==> images/metal_stack.png <==
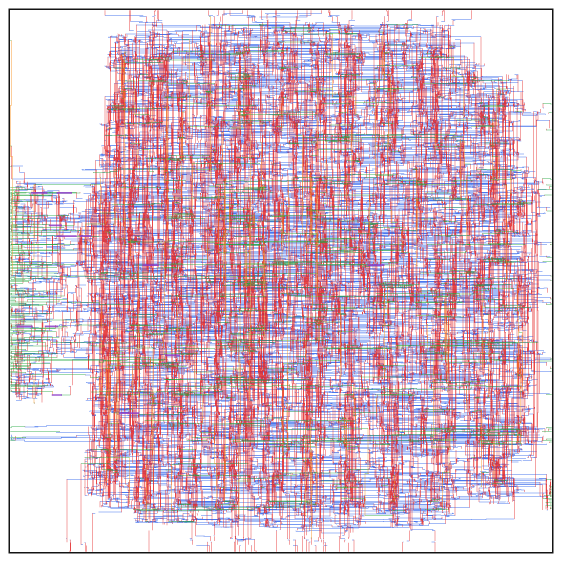
==> images/pdn.png <==
Scale bar: 200 um. Pins as bars on the die edge. Tap cells in grey.
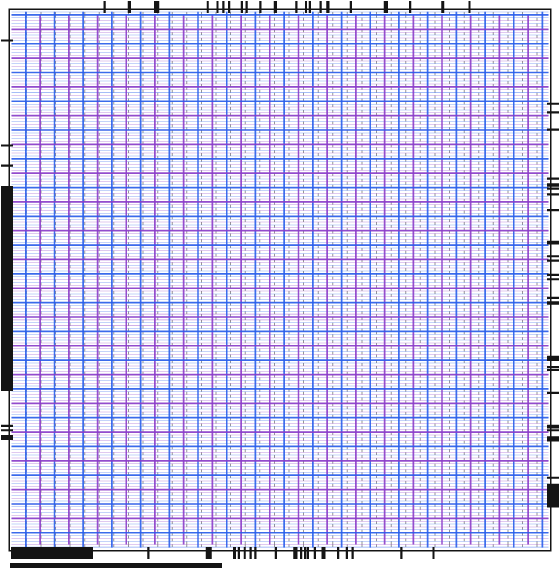
==> images/final_congestion.png <==
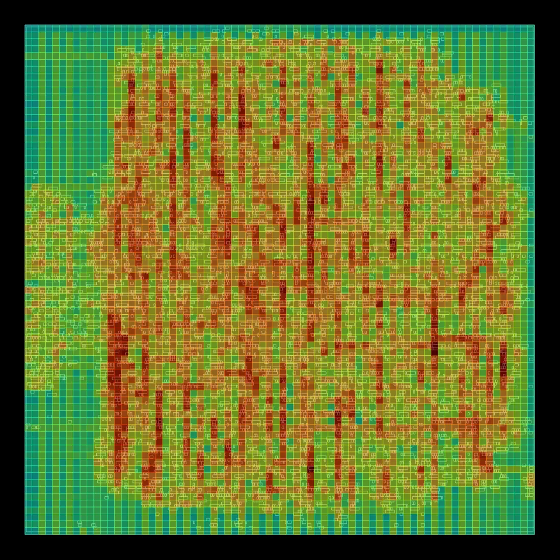
==> config.mk <==
export PLATFORM = sky130hd
export DESIGN_NAME = dec_fwd_stage
export DESIGN_NICKNAME = d
export VERILOG_FILES = /design/src/rtl/dec_pkg.sv /design/src/rtl/dec_regfile.sv /design/src/rtl/dec_fwd_stage.sv
export SDC_FILE = /design/constraint.sdc
export NUM_CORES = 2
export LEC_CHECK = 0
export ABC_AREA = 1
export CAP_MARGIN = 20
export CELL_PAD_IN_SITES_DETAIL_PLACEMENT = 0
export CELL_PAD_IN_SITES_GLOBAL_PLACEMENT = 1
export CORE_UTILIZATION = 23
export DETAILED_ROUTE_END_ITERATION = 10
export HOLD_SLACK_MARGIN = 0.05
export PLACE_DENSITY_LB_ADDON = 0.1
export REMOVE_ABC_BUFFERS = 1
export SLEW_MARGIN = 15
export SYNTH_ARGS = -nofsm -noshare
export SYNTH_HDL_FRONTEND = slang
export SYNTH_SLANG_ARGS = --single-unit
export TNS_END_PERCENT = 50
==> constraint.sdc <==
create_clock -name clk -period 34.5 [get_ports clk]
set_clock_uncertainty 0.2 [all_clocks]
set_input_delay 5.175 -clock clk [delete_from_list [all_inputs] [get_ports clk]]
set_output_delay 5.175 -clock clk [all_outputs]
set_load 0.005 [all_outputs]
==> impl_metrics.ini <==
; synthesis and place-and-route metrics
[final_timing]
tns_ns = 0
relSlewSlack = 0.203
setup_viol = 0
slew_violations = 0
max_freq_mhz = 67.3
fin_crit_sh = 0.431
setup_ws_ns = 19.63
final_hold_viol_count = 0

[worst_setup_path]
reg2reg_depth = 18
path_cells = clkdlybuf4s50_1, nand2_1, nor2_1, nand2_4, buf_4, nand3_1, nand3_1, nand3_1, nand2_1, nand2_1, nand3_1, nand3_2, nand3_2, nand2_4, clkdlybuf4s50_1
crit_path_start_kind = input port
arrival_ns = 9.49
crit_path_max_incr_delay_ns = 0.83
cp_max_fo = 36
endpoint_kind = output port
path_common_cell = nand3_1
crit_path_top_delay_cell = clkdlybuf4s50_1
crit_family = simple AND/OR/NAND/NOR gates
cp.depth = 15
path_class = in2out

[yosys]
ys_warn_count = 0
ys_area_mm2 = 0.0595
synthXorXnorAreaFrac = 0.000147
adder_share = 0
edf_count = 0
yosysSeqAreaShare = 0.471
ys.flop_type = dfrtp_1
synthCells = 7537
top_cell = o21ai_0
simple_gate_share = 0.137
async_flop_share = 1.00
top_cells_by_area = dfrtp_1 (47%), o21ai_0 (13%), nand2_1 (9.3%), o221ai_1 (6.7%), inv_1 (4.8%)
ys_sh_mux = 0
synth_top_cell_by_area = dfrtp_1
common_cells = o21ai_0 (1561), nand2_1 (1475), dfrtp_1 (1121)
syn_area_mm2 = 0.0595

[placement]
placed_area_mm2 = 0.0646
dp_cells = 10500
place_congestion = 0.774
numPortBuffers = 253
dp_hpwl_um = 170000
place_ws_ns = 19.64

[clocking]
cts_htree_levels = 4
cts_resized = 0
cts-root-buf = clkbuf_16
ctsHoldBuffers = 0
numCtsBuffers = 153
cts_setup_buffers = 0
clk_path_buf_depth = 3

[route]
drc = 0
via_per_inst = 5.24
drt-initial-drc-count = 6037
via_count = 56700
final_antenna_net_count = 0
first_pass_iters = 9

[floorplan]
num_rows = 186
ioPinCount = 331
fp_util = 0.232

[finish]
layout.cells.non_filler = 10800
num-nets-final = 7492
layout-drive-gt1-share = 0.0716
areaGrowthSynthToFinish_pct = 17.4
largest_reg_flops = 1024

[flow_run]
warnings = 124
drv_cap = 0

[power_and_ir_drop]
p_per_area_mw_per_mm2 = 75.5

[global_routing]
antenna_found_initial = 23
grt_pass1_wl_um = 447000
grt_pass1_vias = 55700
grt_max_degree = 149

[run_status]
status = completed

[min_path]
hold_path.class = reg2reg
holdPathStages = 0
## Picture notes: metal_stack.png
blue -> met1  # wire length 150 mm
orange -> met4  # wire length 8150 um
red -> met2  # wire length 140 mm
purple -> met5  # wire length 156 um
green -> met3  # wire length 19900 um
Routed WL: 319000 um
Routed WL per cell: 29.4 um
Global Route Usage Sum: 0.239

## Picture notes: pdn.png
blue -> VSS
purple -> VDD
met4 straps = 37
rows = 186
met5 straps = 37
die height: 511 um
maximum vdd drop: 0.0594 mV
core area: 0.257 mm2
die span in x: 511 um

## Picture notes: final_congestion.png
Finished Core Util: 0.272
met3 Track Usage GR: 0.0405
GR Util met2: 0.370

layout by cell type (no fill, tap or decap), types with 5 or more instances in the layout:
cell and n:
o21ai_0 1561, nand2_1 1461, dfrtp_1 1111, inv_1 745, a21oi_1 491, o221ai_1 454
clkdlybuf4s50_1 253, nand3_1 214, nor2_1 170, clkbuf_16 156, buf_4 131, o211ai_1 125
o22ai_1 97, o2111ai_1 77, nand3_2 51, clkbuf_8 41, clkbuf_1 35, a221oi_1 31
clkinv_2 29, nor2_4 18, nand2_4 16, a211oi_1 15, o21ai_1 14, inv_2 12
bufinv_16 12, o311ai_0 11, dfrtp_4 10, buf_12 9, nor2_2 8, inv_4 7
inv_6 7, nand4_1 5, clkinv_1 5, a31oi_1 5, clkinv_8 5
per-stage QoR:
step           hold slack, ns  utilization  power [W]
2_1_floorplan           0.154            -    0.00267
3_3_place_gp            0.165        0.251    0.00358
3_5_place_dp            0.166        0.251    0.00358
6_report                0.175        0.272    0.00528
5_1_grt                 0.182        0.272    0.00555
4_1_cts                 0.178        0.272    0.00531
power breakdown:
part	leakage, nW	switching, W	internal [W]	total, W
combinational	12.7	0.00130	0.000549	0.00185
clock	2.60	0.000688	0.00101	0.00170
sequential	14.0	0.000158	0.00158	0.00173
metal layers:
metal / vias up / GRT usage / routed length [um] / share of wire
li1: 25500 / - / - / -
met1: 28600 / 0.340 / 150000 / 0.47
met2: 2164 / 0.370 / 140000 / 0.44
met3: 410 / 0.0405 / 19900 / 0.062
met4: 24 / 0.0632 / 8150 / 0.026
met5: - / 0 / 155 / 0.00049
worst register-to-register path: stages, from the launching register on:
cell,delay (ns)
dfrtp_4,0.65
inv_2,0.13
buf_4,0.51
nand2_4,0.64
clkinv_2,0.92
buf_4,0.70
nand2_1,0.14
nand2_1,0.08
nor2_1,0.06
nand2_1,0.06
nand3_1,0.19
nand2_1,0.22
nand2_1,0.08
nand3_2,0.11
nand3_2,0.09
nand2_4,0.23
buf_4,0.69
nand3_1,0.23
nand2_1,0.11
cells by family after synthesis:
logic type | Yosys count
AOI/OAI and AO/OA | 2892
and+or+nand+nor | 1964
buffers and inverters | 1559
DFF | 1121
xor gates and xnor gates | 1
cell type report:
cell class,instances,area [um2]
inverters,781,2980
multi-input cells,4857,25600
flip-flops and latches,1121,28100
fillers,28000,187000
clock buffers,232,4600
repair buffers,394,3720
diodes,4,10.0
clock inverters,46,673
well taps,3384,4230
Power and IR drop assume default switching activity.
